run_1/layer_met3.png
Drawn at 2 px/um. Cells faint in the background.
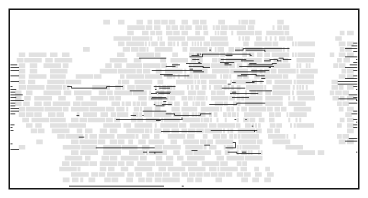
run_1/layer_met2.png
Drawn at 4 px/um.
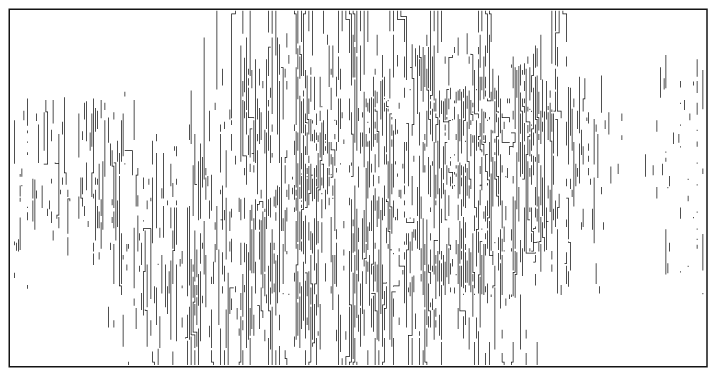
run_1/layer_met4.png
Drawn at 2 px/um. Cells faint in the background.
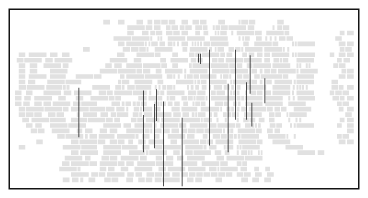
**src/rtl/addsub_seq.sv**
```systemverilog
// ---------------------------------------------------------------------------
// addsub_seq
//
// Sequential adder/subtractor. It processes CHUNK bits per clock, least
// significant chunk first, and uses WIDTH/CHUNK calculation cycles.
// Subtraction is done as a + ~b + 1: the operator bit inverts b and also
// supplies the initial carry-in.
//
// Optional feature (compile-time macro):
//   ADDSUB_SAT_EN  - when defined, the result saturates on overflow instead
//                    of wrapping. Carry and overflow flags are the same in
//                    both builds.
//
// Parameters:
//   WIDTH        operand/result width in bits (must be a multiple of CHUNK)
//   CHUNK        bits processed per clock
//
// Ports:
//   clk          clock, all state changes on the rising edge
//   n_rst        asynchronous active-low reset
//   a, b         operands, latched when a start is accepted
//   operator     0 = a+b, 1 = a-b
//   data_type    0 = unsigned, 1 = two's-complement signed
//   parser_done  start request, only looked at in IDLE
//   result       registered final result
//   alu_out      copy of result
//   alu_done     one-cycle completion pulse
//   busy         high while an operation is in flight (CALC or DONE)
//   carry        add carry-out, or sub borrow
//   overflow     unsigned carry/borrow, or signed overflow
// ---------------------------------------------------------------------------
module addsub_seq #(
    parameter int WIDTH = 32,
    parameter int CHUNK = 8
) (
    input  logic             clk,
    input  logic             n_rst,
    input  logic [WIDTH-1:0] a,
    input  logic [WIDTH-1:0] b,
    input  logic             operator,
    input  logic             data_type,
    input  logic             parser_done,
    output logic [WIDTH-1:0] result,
    output logic [WIDTH-1:0] alu_out,
    output logic             alu_done,
    output logic             busy,
    output logic             carry,
    output logic             overflow
);

    // A CHUNK of zero must not break the division below before the check
    // gets a chance to report the bad configuration.
    localparam int SAFE_CHUNK = (CHUNK > 0) ? CHUNK : 1;
    localparam int N          = WIDTH / SAFE_CHUNK;
    localparam int IDX_W      = (N > 1) ? $clog2(N) : 1;
    localparam logic [IDX_W-1:0] LAST_IDX = IDX_W'(N - 1);

    generate
        if ((CHUNK < 1) || ((WIDTH % SAFE_CHUNK) != 0)) begin : g_bad_chunk
            $error("addsub_seq: WIDTH (%0d) must be a multiple of CHUNK (%0d)",
                   WIDTH, CHUNK);
        end
    endgenerate

    typedef enum logic [1:0] {
        IDLE = 2'd0,
        CALC = 2'd1,
        DONE = 2'd2
    } state_t;

    state_t           state;
    state_t           next_state;

    logic [WIDTH-1:0] a_q;
    logic [WIDTH-1:0] b_q;
    logic             op_q;
    logic             dt_q;
    logic [IDX_W-1:0] idx;
    logic             c_q;
    logic [WIDTH-1:0] sum_q;

    logic [WIDTH-1:0] result_q;
    logic             carry_q;
    logic             overflow_q;
    logic             done_q;

    logic [CHUNK-1:0] a_chunk;
    logic [CHUNK-1:0] b_chunk;
    logic [CHUNK:0]   chunk_sum;
    logic [WIDTH-1:0] full_sum;
    logic             last_chunk;
    logic             carry_flag;
    logic             sign_a;
    logic             sign_b_eff;
    logic             signed_ovf;
    logic             ovf_flag;
    logic [WIDTH-1:0] final_result;

    // State register
    always_ff @(posedge clk or negedge n_rst) begin
        if (!n_rst) begin
            state <= IDLE;
        end else begin
            state <= next_state;
        end
    end

    // Next-state logic; parser_done is deliberately ignored outside IDLE so
    // a request arriving mid-operation is dropped, not queued.
    always_comb begin
        next_state = state;
        case (state)
            IDLE:    if (parser_done) next_state = CALC;
            CALC:    if (last_chunk)  next_state = DONE;
            DONE:    next_state = IDLE;
            default: next_state = IDLE;
        endcase
    end

    // One chunk of the ripple sum per cycle. full_sum is the running sum
    // with the current chunk merged in, so on the last chunk it holds the
    // complete WIDTH-bit answer.
    always_comb begin
        a_chunk    = a_q[idx*CHUNK +: CHUNK];
        b_chunk    = b_q[idx*CHUNK +: CHUNK] ^ {CHUNK{op_q}};
        chunk_sum  = {1'b0, a_chunk} + {1'b0, b_chunk} + {{CHUNK{1'b0}}, c_q};
        full_sum   = sum_q;
        full_sum[idx*CHUNK +: CHUNK] = chunk_sum[CHUNK-1:0];
        last_chunk = (idx == LAST_IDX);
    end

    // Final flags. For subtraction the carry-out of a + ~b + 1 is the
    // complement of the borrow. Signed overflow: operands of equal sign
    // (after b is inverted for subtract) giving a result of the other sign.
    always_comb begin
        carry_flag = chunk_sum[CHUNK] ^ op_q;
        sign_a     = a_q[WIDTH-1];
        sign_b_eff = b_q[WIDTH-1] ^ op_q;
        signed_ovf = (sign_a == sign_b_eff) && (full_sum[WIDTH-1] != sign_a);
        ovf_flag   = dt_q ? signed_ovf : carry_flag;
        final_result = full_sum;
`ifdef ADDSUB_SAT_EN
        // Signed overflow direction follows the sign of a: a positive a can
        // only overflow upward, a negative a only downward.
        if (ovf_flag) begin
            if (dt_q) begin
                final_result = sign_a ? {1'b1, {(WIDTH-1){1'b0}}}
                                      : {1'b0, {(WIDTH-1){1'b1}}};
            end else begin
                final_result = op_q ? {WIDTH{1'b0}} : {WIDTH{1'b1}};
            end
        end
`endif
    end

    // Operand latch, chunk walk and completion registers. Visible outputs
    // only change on the cycle that finishes the last chunk.
    always_ff @(posedge clk or negedge n_rst) begin
        if (!n_rst) begin
            a_q        <= '0;
            b_q        <= '0;
            op_q       <= 1'b0;
            dt_q       <= 1'b0;
            idx        <= '0;
            c_q        <= 1'b0;
            sum_q      <= '0;
            result_q   <= '0;
            carry_q    <= 1'b0;
            overflow_q <= 1'b0;
            done_q     <= 1'b0;
        end else begin
            done_q <= 1'b0;
            case (state)
                IDLE: begin
                    if (parser_done) begin
                        a_q   <= a;
                        b_q   <= b;
                        op_q  <= operator;
                        dt_q  <= data_type;
                        idx   <= '0;
                        c_q   <= operator;
                        sum_q <= '0;
                    end
                end
                CALC: begin
                    sum_q <= full_sum;
                    c_q   <= chunk_sum[CHUNK];
                    if (last_chunk) begin
                        idx        <= '0;
                        result_q   <= final_result;
                        carry_q    <= carry_flag;
                        overflow_q <= ovf_flag;
                        done_q     <= 1'b1;
                    end else begin
                        idx <= idx + 1'b1;
                    end
                end
                default: begin
                end
            endcase
        end
    end

    assign result   = result_q;
    assign alu_out  = result_q;
    assign alu_done = done_q;
    assign busy     = (state != IDLE);
    assign carry    = carry_q;
    assign overflow = overflow_q;

endmodule

```
**config.mk**
```make
export PLATFORM = sky130hd
export DESIGN_NAME = addsub_seq
export DESIGN_NICKNAME = d
export VERILOG_FILES = /design/src/rtl/addsub_seq.sv
export SDC_FILE = /design/constraint.sdc
export NUM_CORES = 1
export LEC_CHECK = 0
export CAP_MARGIN = 20
export CORE_ASPECT_RATIO = 0.5
export CORE_MARGIN = 2
export CORE_UTILIZATION = 45
export CTS_BUF_LIST = sky130_fd_sc_hd__clkbuf_2
export CTS_CLUSTER_DIAMETER = 200
export DETAILED_ROUTE_END_ITERATION = 8
export GPL_TIMING_DRIVEN = 0
export MAX_ROUTING_LAYER = met4
export PLACE_DENSITY = 0.87
export RECOVER_POWER = 100
export SYNTH_ARGS = -nofsm -noshare
export SYNTH_HDL_FRONTEND = slang
export SYNTH_SLANG_ARGS = --single-unit
```
**constraint.sdc**
```tcl
create_clock -name clk -period 3.6 [get_ports clk]
set_input_delay 1.08 -clock clk [delete_from_list [all_inputs] [get_ports clk]]
set_output_delay 1.08 -clock clk [all_outputs]
set_load 0.005 [all_outputs]
```
==> results.sh, run 1 <==
# flow metrics
export IMPL_outcome="finished, violations left"
export IMPL_failed_checks="max-capacitance violations, max-slew violations"
export IMPL_detailedRoute_firstIterationViolations=277
export IMPL_cp_num_cells=11
export IMPL_antenna_cells=0
export IMPL_capture_point_of_the_worst_path="carry$_DFFE_PN0P_"
export IMPL_routed_via_density=5.58
export IMPL_global_route_wire_length_before_repair_um=25500
export IMPL_crit_buf_inv=2
export IMPL_syn_avg_cell_area_um2=12.9
export IMPL_fin_setup_tns_ns=0
export IMPL_final_setup_worst_slack_ns=0.122
export IMPL_grt_max_degree=71
export IMPL_postSynth_topFlopCell="dfrtp_1"
export IMPL_endpoint_kind="register"
export IMPL_drv_cap=2
export IMPL_worst_hold_path_cell_count=1
export IMPL_cts_repair_resized=6
export IMPL_max_clock_path_buffers=2
export IMPL_r2r_setup_slack_ns=0.12
export IMPL_grt_pass1_vias=4893
export IMPL_nNonClkInverters=12
export IMPL_chip_footprint_um2=15500
export IMPL_buffer_ports_inserted=136
export IMPL_regArea_um2=3450
export IMPL_hold_violations=0
export IMPL_final_max_slew_viol_count=72
export IMPL_netlist_cell_type_count=50
export IMPL_finish_utilization=0.603
export IMPL_synth_async_sr_flop_share=1.00
export IMPL_biggestCellCategory="registers"
export IMPL_worst_clock_skew_ns=0.0393
export IMPL_multiInputCombCellCount=299
export IMPL_ys_cells=505
export IMPL_placement_cell_area_um2=8140
export IMPL_initial_core_util=0.470
export IMPL_period_needed_ns=3.48
export IMPL_ctsHtreeMaxLevel=4
export IMPL_critical_path_required_ns=4.20
Notes on layer_met3.png above:
wire length on this layer	873 um
main direction	horizontal
vias post-DR: 4842
GR met3 Demand/Resource: 0.0374
Routed Wire Length: 15700 um

Notes on layer_met2.png above:
nets with wire on the layer	662
longest straight run	35.4 um
share of all routed wire	48%
wire length on this layer	7530 um
met2 track demand over resource in global routing: 0.363

Notes on layer_met4.png above:
share of all routed wire	2.2%
main direction	vertical
wire length on this layer	353 um

==> run 2, diff against run 1 <==
--- a/config.mk
+++ b/config.mk
@@ -8,14 +8,15 @@
 export CAP_MARGIN = 20
 export CORE_ASPECT_RATIO = 0.5
 export CORE_MARGIN = 2
-export CORE_UTILIZATION = 45
+export CORE_UTILIZATION = 48
 export CTS_BUF_LIST = sky130_fd_sc_hd__clkbuf_2
 export CTS_CLUSTER_DIAMETER = 200
 export DETAILED_ROUTE_END_ITERATION = 8
 export GPL_TIMING_DRIVEN = 0
 export MAX_ROUTING_LAYER = met4
-export PLACE_DENSITY = 0.87
+export PLACE_DENSITY = 0.91
 export RECOVER_POWER = 100
+export SKIP_LAST_GASP = 1
 export SYNTH_ARGS = -nofsm -noshare
 export SYNTH_HDL_FRONTEND = slang
 export SYNTH_SLANG_ARGS = --single-unit
run_2/layer_met2.png
Drawn at 4 px/um.
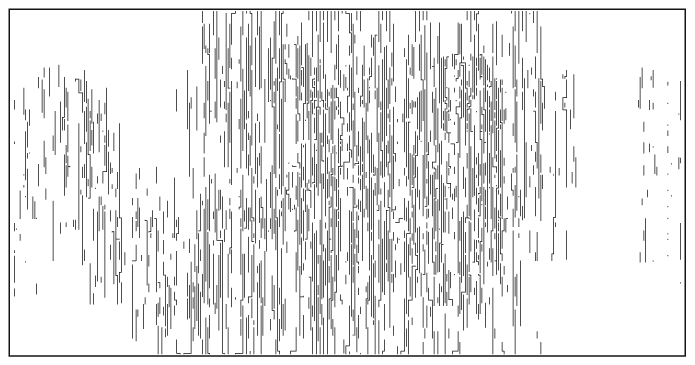
Routed Wire Length: 16000 um
vias post-DR: 4810
met2 track demand over resource in global routing: 0.383

==> results.sh, run 2 <==
# flow metrics
export IMPL_r2r_setup_slack_ns=0.17
export IMPL_nNonClkInverters=12
export IMPL_biggestCellCategory="registers"
export IMPL_outcome="finished, violations left"
export IMPL_max_clock_path_buffers=2
export IMPL_final_clk_cell_share=0.0270
export IMPL_worst_hold_path_cell_count=1
export IMPL_period_needed_ns=3.43
export IMPL_buffer_ports_inserted=136
export IMPL_regArea_um2=3450
export IMPL_capture_point_of_the_worst_path="carry$_DFFE_PN0P_"
export IMPL_initial_core_util=0.486
export IMPL_hold_end="a_q[13]$_DFFE_PN0P_"
export IMPL_antenna_cells=1
export IMPL_placement_cell_area_um2=8120
export IMPL_critical_path_required_ns=4.24
export IMPL_final_setup_worst_slack_ns=0.168
export IMPL_global_route_wire_length_before_repair_um=25700
export IMPL_chip_footprint_um2=14600
export IMPL_failed_checks="max-capacitance violations, max-slew violations"
export IMPL_multiInputCombCellCount=299
export IMPL_crit_buf_inv=2
export IMPL_cts_repair_resized=6
export IMPL_drv_cap=1
export IMPL_routed_via_density=5.65
export IMPL_ys_cells=505
export IMPL_syn_avg_cell_area_um2=12.9
export IMPL_cp_num_cells=11
export IMPL_grt_pass1_vias=5008
export IMPL_final_max_slew_viol_count=39
export IMPL_postSynth_topFlopCell="dfrtp_1"
export IMPL_fin_setup_tns_ns=0
export IMPL_detailedRoute_firstIterationViolations=364
export IMPL_ys_seq_frac=0.531
export IMPL_grtUsageMet3=0.0434
export IMPL_endpoint_kind="register"
export IMPL_hold_violations=0
export IMPL_netlist_cell_type_count=50
export IMPL_finish_utilization=0.623
